==> config.mk <==
export PLATFORM = sky130hd
export DESIGN_NAME = abs_share_arb
export DESIGN_NICKNAME = d
export VERILOG_FILES = /design/src/rtl/abs_share_arb.sv
export SDC_FILE = /design/constraint.sdc
export NUM_CORES = 1
export LEC_CHECK = 0
export ABC_AREA = 1
export CAP_MARGIN = 20
export CELL_PAD_IN_SITES_DETAIL_PLACEMENT = 0
export CELL_PAD_IN_SITES_GLOBAL_PLACEMENT = 1
export CORE_ASPECT_RATIO = 1.4
export CORE_MARGIN = 5
export CORE_UTILIZATION = 31
export DETAILED_ROUTE_END_ITERATION = 8
export PLACE_DENSITY_LB_ADDON = 0.1
export SYNTH_ARGS = -nofsm -noshare
export SYNTH_HDL_FRONTEND = slang
export SYNTH_SLANG_ARGS = --single-unit
==> constraint.sdc <==
create_clock -name clk -period 6.2 [get_ports clk]
set_input_delay 1.86 -clock clk [delete_from_list [all_inputs] [get_ports clk]]
set_output_delay 1.86 -clock clk [all_outputs]
set_load 0.02 [all_outputs]
==> src/rtl/abs_share_arb.sv <==
// Purpose: round-robin arbiter sharing one absolute-value datapath among NREQ requesters.
// Latency: 2 cycles from operand acceptance to res_valid (operand reg -> result reg).
// Backpressure: res_ready low stalls stage 2, then stage 1; req_ready drops once both stages are full.
//
// Ports:
//   clk, reset              clock, asynchronous active-high reset
//   req_valid/req_data      per-requester operands (requester i at bits [W*i +: W])
//   req_ready               one-hot grant, combinational; transfer = req_valid & req_ready
//   req_mask                requester i is never granted while req_mask[i] is high
//   res_valid/res_ready     result handshake
//   res_data/res_id/res_ovf |operand|, owning requester, operand was the most negative value
//   busy                    either pipeline stage holds data

// Combinational two's-complement magnitude. The most negative value has no
// positive counterpart; its negation wraps back to itself, which is also the
// correct unsigned magnitude, so only the flag needs special handling.
module abs26 #(
    parameter int W = 26
) (
    input  logic [W-1:0] operand,
    output logic [W-1:0] magnitude,
    output logic         ovf
);
    assign magnitude = operand[W-1] ? (~operand + W'(1)) : operand;
    assign ovf       = (operand == {1'b1, {(W-1){1'b0}}});
endmodule

module abs_share_arb #(
    parameter int NREQ = 4,
    parameter int W    = 26
) (
    input  logic                       clk,
    input  logic                       reset,
    input  logic [NREQ-1:0]            req_valid,
    input  logic [NREQ*W-1:0]          req_data,
    output logic [NREQ-1:0]            req_ready,
    input  logic [NREQ-1:0]            req_mask,
    output logic                       res_valid,
    output logic [W-1:0]               res_data,
    output logic [$clog2(NREQ)-1:0]    res_id,
    output logic                       res_ovf,
    input  logic                       res_ready,
    output logic                       busy
);
    localparam int IDW = $clog2(NREQ);

    // Stage 1: operand register.
    logic           valid1;
    logic [W-1:0]   op1;
    logic [IDW-1:0] id1;

    // Round-robin pointer: the search starts just after this requester.
    logic [IDW-1:0] lastGrant;

    logic           load2;
    logic           canAccept;
    logic [NREQ-1:0] eligible;
    logic           found;
    logic [IDW-1:0] grantIdx;
    logic [IDW-1:0] idx;
    logic [W-1:0]   selData;
    logic [W-1:0]   absMag;
    logic           absOvf;

    // Stage 2 reloads whenever it is empty or its content is leaving; an
    // empty stage 1 then simply loads a bubble.
    assign load2     = !res_valid || res_ready;
    assign canAccept = !valid1 || load2;

    // Reset gating keeps req_ready low for the whole time reset is held.
    assign eligible = req_valid & ~req_mask & {NREQ{canAccept & ~reset}};

    // Priority search over rotated indices; IDW-bit arithmetic wraps modulo NREQ
    // (NREQ is a power of two).
    always_comb begin
        found    = 1'b0;
        grantIdx = '0;
        idx      = '0;
        for (int k = 0; k < NREQ; k++) begin
            idx = lastGrant + IDW'(k + 1);
            if (!found && eligible[idx]) begin
                found    = 1'b1;
                grantIdx = idx;
            end
        end
    end

    assign req_ready = found ? (NREQ'(1) << grantIdx) : '0;
    assign selData   = req_data[grantIdx*W +: W];
    assign busy      = valid1 || res_valid;

    always_ff @(posedge clk or posedge reset) begin
        if (reset) begin
            valid1    <= 1'b0;
            op1       <= '0;
            id1       <= '0;
            lastGrant <= IDW'(NREQ - 1);
        end else begin
            if (found) begin
                valid1    <= 1'b1;
                op1       <= selData;
                id1       <= grantIdx;
                lastGrant <= grantIdx;
            end else if (load2) begin
                valid1    <= 1'b0;
            end
        end
    end

    abs26 #(.W(W)) uAbs (
        .operand   (op1),
        .magnitude (absMag),
        .ovf       (absOvf)
    );

    // Payload only changes when a real result arrives, so a bubble leaves the
    // last result's fields untouched.
    always_ff @(posedge clk or posedge reset) begin
        if (reset) begin
            res_valid <= 1'b0;
            res_data  <= '0;
            res_id    <= '0;
            res_ovf   <= 1'b0;
        end else if (load2) begin
            res_valid <= valid1;
            if (valid1) begin
                res_data <= absMag;
                res_id   <= id1;
                res_ovf  <= absOvf;
            end
        end
    end
endmodule

==> results.cfg, run 1 <==
; generated from flow reports
[status]
status = finished, final reports clean

[final_layout]
diodes = 0
drive_gt1_share_pct = 5.57
final_nets = 829
utilization_pct = 46.0

[worst_hold_path]
holdCritPathClass = reg -> reg
hold_depth = 2

[global_route]
grt_antenna_before_repair = 0
grt_pass1_vias = 4297
grt_use_total_pct = 17.2
grt_max_degree = 62

[sta]
skew_ns = 0.00419
maxSlewHeadroom_pct = 47.2
layout_min_cycle_time_ns = 5.92
fin_setup_tns_ns = 0
rsz0062_at_grt = false
finalClockPeriodUsage_pct = 95.5
drv_slew = 0
setup_viol = 0

[routing]
via_count = 4236
m1WireLength_um = 5390
first_pass_iters = 4
drc = 0
wire_per_inst_um = 14.4

[synthesis]
simple_gate_area_share_pct = 42.3
fp_nets = 696
synthTopCellsByCount = 181 x nand2_1, 128 x nand3_1, 59 x dfrtp_1
ys_sh_aoi_pct = 6.78
fa_ha_area_share_pct = 0.315
ys_top_logic_family = simple AND/OR/NAND/NOR gates
synth_seq_share_pct = 38.5
top_cell = nand2_1
yosysWarnings = 0
xor_share_pct = 3.53
ff_type = dfrtp_1
yosys-stat-cells = 580
synth_flop_count = 61
yosysChipArea_mm2 = 0.00397

[floorplanning]
die-area_mm2 = 0.0152
io-pin-count = 150
fp_util_pct = 31.3
std_cell_rows = 49

[critical_path]
path_class = in -> out
r2r_cells = 13
end_kind = output port
cp.arrival_ns = 4.06
cp.required_ns = 4.34
cp-startpoint = res_ready

[power_and_ir_drop]
total_leakage_power_uw = 0.00269
max-vdd-ir-drop_uv = 372

[clock_network]
clk_path_buf_depth = 2
numClockSinks = 61
clockRootBuffer = clkbuf_16
clock_latency_ns = 0.33

[placed_design]
io_buffers = 149
run 1: worst max-delay path by stage:
stage	slack, ns	to	cells after the start
2_1_floorplan	0.11	req_ready[0]	12
3_3_place_gp	0.30	req_ready[1]	14
3_5_place_dp	0.21	req_ready[1]	12
4_1_cts	0.21	req_ready[1]	12
5_1_grt	0.05	req_ready[2]	13
6_report	0.28	req_ready[2]	13
run 1: layout make-up:
cell class	count	area, um2	share of cell area, %
inverter	34	128	2.19
clock inverter	4	70.1	1.20
sequential	61	1530	26.2
tap	153	191	3.28
clock buffer	12	256	4.39
multi-input combinational	449	2100	36.0
timing repair buffer	158	1560	26.8
run 1: critical path, stage by stage:
cell and delay [ns]:
clkdlybuf4s50_1 0.39, inv_1 0.08, nand3_2 0.19, nand4_1 0.19, nand2_1 0.11, nor2_2 0.12, nand2_1 0.11, nand2_1 0.07
nand2_1 0.06, nand2_2 0.07, nand2_2 0.09, nor2_1 0.11, clkdlybuf4s50_1 0.60
run 1: what timing repair did:
action | in CTS | in global routing
setup buffers | 0 | 0
resized | 0 | 2
setup endpoints to repair | 0 | 2
run 1: metrics by stage:
stage / hold WS [ns] / worst slack [ns] / total power [uW] / instances / instance area, um2
3_3_place_gp: 0.464 / 0.296 / 2840 / 855 / 5510
5_1_grt: 0.500 / 0.0450 / 3730 / 871 / 5840
3_5_place_dp: 0.471 / 0.211 / 2870 / 855 / 5510
4_1_cts: 0.484 / 0.208 / 3430 / 871 / 5840
6_report: 0.476 / 0.280 / 3370 / 871 / 5840
2_1_floorplan: 0.449 / 0.109 / 2260 / 580 / 3970
run 1: per-layer routing:
metal | GRT usage, % | up-vias
li1 | - | 2183
met4 | 5.87 | 0
met2 | 29.9 | 122
met3 | 3.46 | 13
met1 | 21.4 | 1918
met5 | 0 | -
run 1: state kept, by name, summed over array words and instances (netlist names):
signal and flops:
op1 26, res_data 26, id1 2, lastGrant 2
res_id 2, res_ovf 1, res_valid 1, valid1 1
run 1: logic make-up (layout without fill, tap and decap cells):
family / after synthesis / after routing
adder cells (fa/ha/maj): 1 / 1
flip-flops: 61 / 61
AND-OR/OR-AND: 50 / 50
buffers and inverters: 70 / 208
AND/OR/NAND/NOR: 382 / 382
XOR/XNOR: 16 / 16
run 1: power by group:
group          switching, uW  internal, uW  total, uW
Clock                    171           372        543
Sequential               195           616        811
Combinational           1250           769       2010
run 1: cells in the final DEF (no fill, tap or decap), types with 3 or more instances in the layout:
| master | count |
|---|---|
| a21oi_1 | 5 |
| nand4_1 | 14 |
| inv_1 | 29 |
| clkdlybuf4s50_1 | 147 |
| nand2_2 | 3 |
| nor2_1 | 40 |
| xnor2_1 | 3 |
| a31oi_1 | 3 |
| dfrtp_1 | 59 |
| o21ai_0 | 34 |
| xor2_1 | 13 |
| o31ai_1 | 3 |
| buf_4 | 9 |
| nor3_1 | 7 |
| inv_2 | 4 |
| nand3_1 | 128 |
| or2_2 | 3 |
| nand2_1 | 180 |
| clkbuf_16 | 9 |
==> run_1/placement_by_type.png <==
Fill, decap, tap and diode cells in grey.
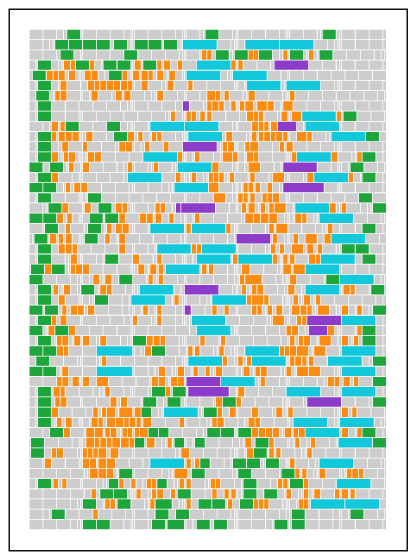
cyan -> flops  # cells 61, share of their area 27%
orange -> combinational and other logic  # cells 483, share of their area 39%
purple -> clock drivers and dummy loads  # cells 16, share of their area 5.8%
green -> other buffers and delay cells  # cells 158, share of their area 28%

==> run_1/clk_routes.png <==
Bar = 20 um.
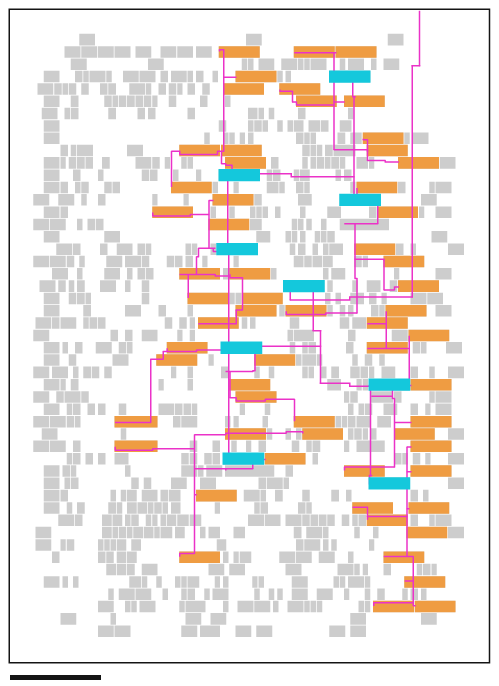
magenta -> clock wires  # length 908 um
cyan -> clock drivers  # count 9
orange -> flip-flops  # count 61
routed clock nets = 10

==> run_1/placement.png <==
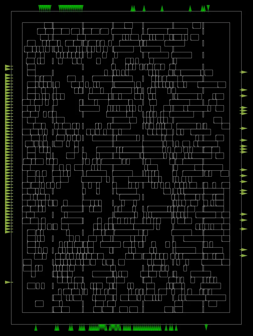
# fillers: 1331
Finished Layout Cells: 871

==> run 2: changes to the inputs <==
CELL_PAD_IN_SITES_DETAIL_PLACEMENT = default   (was 0)
CELL_PAD_IN_SITES_GLOBAL_PLACEMENT = default   (was 1)
CORE_UTILIZATION = 40   (was 31)
GPL_ROUTABILITY_DRIVEN = 0   (was default)
PLACE_DENSITY = 0.74   (was default)
PLACE_DENSITY_LB_ADDON = default   (was 0.1)
==> run_2/wires.png <==
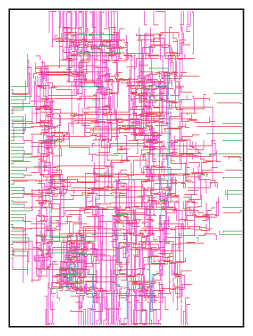
red -> metal 1  # wire length 4720 um
green -> metal 3  # wire length 699 um
magenta -> metal 2  # wire length 6030 um
cyan -> metal 4  # wire length 421 um

==> run_2/placement.png <==
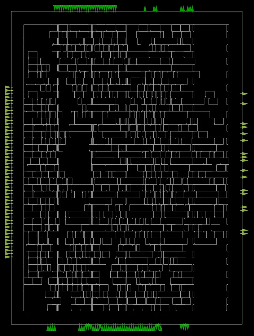
Seq cells: 61
Core Footprint: 0.00979 mm2
Finished Layout Cells: 854
post-layout util: 59.4%

==> results.cfg, run 2 <==
; generated from flow reports
[synthesis]
fp_nets = 696
synth_cells = 580
simple_gate_area_share_pct = 42.3
yosysChipArea_mm2 = 0.00397
synthTopCellsByCount = 181 x nand2_1, 128 x nand3_1, 59 x dfrtp_1
fa_ha_area_share_pct = 0.315
ys_sh_aoi_pct = 6.78
area_leaders = dfrtp_1 37%, nand2_1 17%, nand3_1 16%
synthDistinctLibCells = 32
ff_type = dfrtp_1
edf_count = 0
synth_flop_count = 61
top_cell = nand2_1
ys_top_logic_family = simple AND/OR/NAND/NOR gates
async_reset_ff_share_pct = 100
yosys-stat-cells = 580
xor_share_pct = 3.53
yosysWarnings = 0
synthesis.area_mm2 = 0.00397
synth_seq_share_pct = 38.5

[critical_path]
end_kind = output port
path_class = in -> out
cpPeakStageDelay_ns = 0.60
path_common_cell = nand2_1
cpMaxStageDelayCell = clkdlybuf4s50_1
cp.required_ns = 4.34
crit_path_cell_trace = clkdlybuf4s50_1 -> inv_1 -> nand3_2 -> nand4_1 -> nand2_1 -> nand2_1 -> o21ai_1 -> nand4_1 -> nand2_2 -> nand2_1 -> inv_1 -> clkdlybuf4s50_1
start_kind = input pin
cp.arrival_ns = 4.13

[sta]
fmax_ghz = 0.167
fin_setup_tns_ns = 0
hold_ws_ns = 0.477
drv_slew = 0
maxSlewHeadroom_pct = 47.0
setup_viol = 0
rsz0062_at_grt = false
layout_min_cycle_time_ns = 5.99
hold_viol = 0
finalClockPeriodUsage_pct = 96.6
skew_ns = 0.00375

[final_layout]
drive_gt1_share_pct = 5.70
reg.largest.list = op1 x26, res_data x26
fin_area_mm2 = 0.00581
lay_top_count = nand2_1
diodes = 0
layout_top_cells = 180 x nand2_1, 146 x clkdlybuf4s50_1, 128 x nand3_1, 59 x dfrtp_1, 40 x nor2_1
final_nets = 830

[routing]
drtIter0Drc = 215
wire_per_inst_um = 13.9
wl_um = 11900
drc = 0
via_count = 4451
first_pass_iters = 5

[clock_network]
cts_tree = built
numClockSinks = 61
clk_path_buf_depth = 2
clockRootBuffer = clkbuf_16
ctsHoldBuffers = 0
clock_latency_ns = 0.33
cts_buffers = 9
htreeDepth = 3
cts.reportedPaths.clkPinSlew_ns = 0.05

[power_and_ir_drop]
pwr-share-comb_pct = 60.1
p_sw_share_pct = 47.9
max-vdd-ir-drop_uv = 220
p_seq_share_pct = 24.5
total_leakage_power_uw = 0.00270
power_switching_uw = 1590
power_frac_clock_pct = 15.3
p_int_uw = 1730

[floorplanning]
die-area_mm2 = 0.0120
std_cell_rows = 43
fp_util_pct = 40.5
die_w_um = 94.2
io-pin-count = 150
die_y_um = 128

[worst_hold_path]
holdCritPathClass = reg -> reg

[global_route]
grt_pass1_vias = 4499
grt_max_degree = 62
grt_pass1_wl_um = 20400
grt_overflow_total = 0
grt_use_total_pct = 21.0
grt_antenna_before_repair = 0

[placed_design]
io_buffers = 149
post_dp_cell_area_mm2 = 0.00549

[status]
status = finished, final reports clean

[flow_run]
tool_warnings = 26
maxCapViolCount = 0
[run 2: netlist changes by cell type in the layout (fill, tap and decap cells not counted)]
cell | before | now
dlymetal6s2s_1 | 2 | 3
clkdlybuf4s50_1 | 147 | 146
clkbuf_8 | 2 | 3
buf_4 | 9 | 10
bufinv_16 | 2 | 1
clkinvlp_4 | 0 | 1
clkinv_2 | 2 | 1
[run 2: area by class of cell]
type                            instances  area [um2]
Timing Repair Buffer                  159        1570
Sequential cell                        61        1530
Clock buffer                           13         270
Clock inverter                          3        42.5
Tap cell                              135         169
Multi-Input combinational cell        449        2100
Fill cell                             897        3980
Inverter                               34         128
[run 2: worst paths after layout]
kind | start | end | slack, ns | depth (start not counted)
hold / removal | res_data[9] | res_data[9] | 0.48 | 2
hold reg to reg | res_data[9] | res_data[9] | 0.48 | 2
setup reg to reg | lastGrant[0] | op1[5] | 3.85 | 13
max in group asynchronous | reset | op1[23] | 3.48 | 3
min in group asynchronous | reset | valid1 | 2.21 | 3
setup / recovery | res_ready | req_ready[3] | 0.21 | 12
[run 2: worst max-delay path: cells and delay by family]
| family | cells | cell delay, ns |
|---|---|---|
| compound gates | 1 | 0.15 |
| buf+inv | 4 | 1.17 |
| simple gates | 7 | 0.92 |
[run 2: logic make-up (layout without fill, tap and decap cells)]
family	after synthesis	after routing
compound gates	50	50
flops	61	61
simple gates	382	382
fa+ha+maj	1	1
buf+inv	70	209
xor+xnor	16	16
[run 2: layer usage]
metal	track usage (%)	share of wire (%)
met1	25.0	40
met4	11.4	3.5
met5	0	0
met2	35.6	51
met3	3.64	5.9
[run 2: power by group through the flow]
stage,logic [uW],registers (uW),clock network [uW]
3_3_place_gp,1950,808,0
4_1_cts,2010,813,516
3_5_place_dp,2000,818,0
5_1_grt,2290,848,535
6_report,1990,813,509
2_1_floorplan,1400,860,0
[run 2: through the flow]
step           setup slack (ns)  cells  total power (uW)
3_5_place_dp              0.175    837              2820
4_1_cts                   0.165    853              3340
3_3_place_gp              0.298    837              2760
5_1_grt                  0.0852    854              3670
2_1_floorplan             0.109    580              2260
6_report                  0.210    854              3320
[run 2: repair_timing]
item                                    CTS  global route
setup buffers                             0             1
endpoints found under the setup margin    0             3
resized                                   0             3
==> run 3: changes to the inputs <==
ABC_CLOCK_PERIOD_IN_PS = 6200   (was default)
==> run_3/io_placement.png <==
Pins as bars across the die edge, other pins in grey.
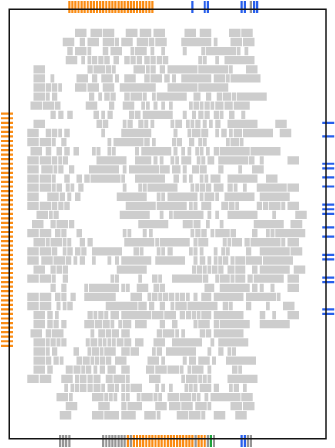
green -> `res_valid`  # pins 1, direction output, edge bottom
orange -> `req_data`  # pins 104, direction input, edge 52 left, 28 top, 24 bottom
blue -> `res_data`  # pins 26, direction output, edge 17 right, 7 top, 2 bottom
all pins by edge = 52 left, 45 bottom, 36 top, 17 right

==> run_3/placement.png <==
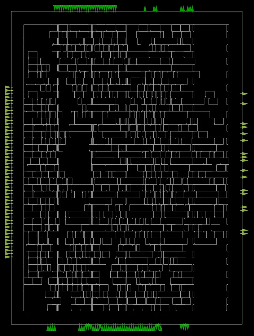
register share of the cell area: 26.3%
# fillers: 897

==> results.cfg, run 3 <==
; generated from flow reports
[sta]
layout_min_cycle_time_ns = 5.99
fmax_ghz = 0.167
skew_ns = 0.00375
hold_viol = 0
maxSlewHeadroom_pct = 47.0
rsz0062_at_grt = false
setup_viol = 0
fin_setup_tns_ns = 0
drv_slew = 0

[global_route]
grt_pass1_vias = 4499
grt_use_total_pct = 21.0
grt_pass1_wl_um = 20400
grt_max_degree = 62
grt_antenna_before_repair = 0
grt_overflow_total = 0

[critical_path]
reg2reg_slack_ns = 3.85
r2r-end = op1[5]
end_kind = output port
cp.required_ns = 4.34
path_class = in -> out
cp.arrival_ns = 4.13
start_kind = input pin
r2r_cells = 13

[floorplanning]
die_w_um = 94.2
std_cell_rows = 43
io-pin-count = 150

[clock_network]
ctsHoldBuffers = 0
cts_buffers = 9
cts.reportedPaths.clkPinSlew_ns = 0.05
cts_tree = built
clk_path_buf_depth = 2
clock_latency_ns = 0.33
htreeDepth = 3
numClockSinks = 61
clockRootBuffer = clkbuf_16

[synthesis]
synth_cells = 580
fa_ha_area_share_pct = 0.315
ff_type = dfrtp_1
synth_flop_count = 61
yosys-stat-cells = 580
simple_gate_area_share_pct = 42.3
top_cell = nand2_1
synthesis.area_mm2 = 0.00397
edf_count = 0
fp_nets = 696
ys_top_logic_family = simple AND/OR/NAND/NOR gates
synth_seq_share_pct = 38.5
area_leaders = dfrtp_1 37%, nand2_1 17%, nand3_1 16%
synthDistinctLibCells = 32
xor_share_pct = 3.53
yosysChipArea_mm2 = 0.00397
synthTopCellsByCount = 181 x nand2_1, 128 x nand3_1, 59 x dfrtp_1

[power_and_ir_drop]
power_switching_uw = 1590
p_sw_share_pct = 47.9
power_frac_clock_pct = 15.3
p_int_uw = 1730
pwr-share-comb_pct = 60.1
p_seq_share_pct = 24.5

[routing]
via_count = 4451
drtIter0Drc = 215
first_pass_iters = 5
wire_per_inst_um = 13.9

[worst_hold_path]
hold_depth = 2
holdCritPathClass = reg -> reg
min_to = res_data[9]

[status]
status = finished, final reports clean

[flow_run]
maxCapViolCount = 0
tool_warnings = 26

[final_layout]
drive_gt1_share_pct = 5.70
reg.largest.list = op1 x26, res_data x26
final_nets = 830
-- run 3: power groups by stage --
stage,Sequential (uW),Combinational (uW),Clock [uW]
6_report,813,1990,509
5_1_grt,848,2290,535
4_1_cts,813,2010,516
3_5_place_dp,818,2000,0
3_3_place_gp,808,1950,0
2_1_floorplan,860,1400,0
-- run 3: logic make-up after synthesis --
logic type	after synthesis
compound gates	50
xor+xnor	16
fa+ha+maj	1
buf+inv	70
flops	61
simple gates	382
-- run 3: worst max-delay path by stage --
| stage | startpoint | end | slack, ns |
|---|---|---|---|
| after floorplan | reset | req_ready[0] | 0.11 |
| after global placement | res_ready | req_ready[0] | 0.30 |
| after detailed placement | req_valid[1] | req_ready[1] | 0.18 |
| after CTS | res_ready | req_ready[1] | 0.17 |
| after global routing | res_ready | req_ready[3] | 0.09 |
| final | res_ready | req_ready[3] | 0.21 |
-- run 3: critical path, stage by stage --
cell	delay (ns)
clkdlybuf4s50_1	0.46
inv_1	0.06
nand3_2	0.16
nand4_1	0.15
nand2_1	0.13
nand2_1	0.07
o21ai_1	0.15
nand4_1	0.18
nand2_2	0.17
nand2_1	0.06
inv_1	0.05
clkdlybuf4s50_1	0.60
-- run 3: what timing repair did --
action                                  CTS  global route
hold endpoints to repair                  0             0
endpoints found under the setup margin    0             3
gates resized                             0             3
setup buffers                             0             1
-- run 3: stage by stage --
| step | utilization [%] | setup slack (ns) | std cells | instance area (um2) | total power, uW |
|---|---|---|---|---|---|
| after global placement | 56.0 | 0.298 | 837 | 5490 | 2760 |
| final | 59.4 | 0.210 | 854 | 5810 | 3320 |
| after CTS | 59.2 | 0.165 | 853 | 5800 | 3340 |
| after floorplan | - | 0.109 | 580 | 3970 | 2260 |
| after detailed placement | 56.0 | 0.175 | 837 | 5490 | 2820 |
| after global routing | 59.4 | 0.0852 | 854 | 5810 | 3670 |
-- run 3: cell type report --
class	count	area, um2	share of cell area, %
multi-input cells	449	2100	36.2
repair buffers	159	1570	27.1
flip-flops and latches	61	1530	26.3
clock buffers	13	270	4.65
well taps	135	169	2.91
inverters	34	128	2.19
clock inverters	3	42.5	0.732
-- run 3: routing by layer --
metal	GRT usage (%)	routed length [um]	vias up
li1	-	-	2193
met1	25.0	4720	2033
met2	35.6	6030	188
met3	3.64	698	37
met4	11.4	420	0
met5	0	0	-
No activity file was given, so power comes from the tool's default toggle rates.
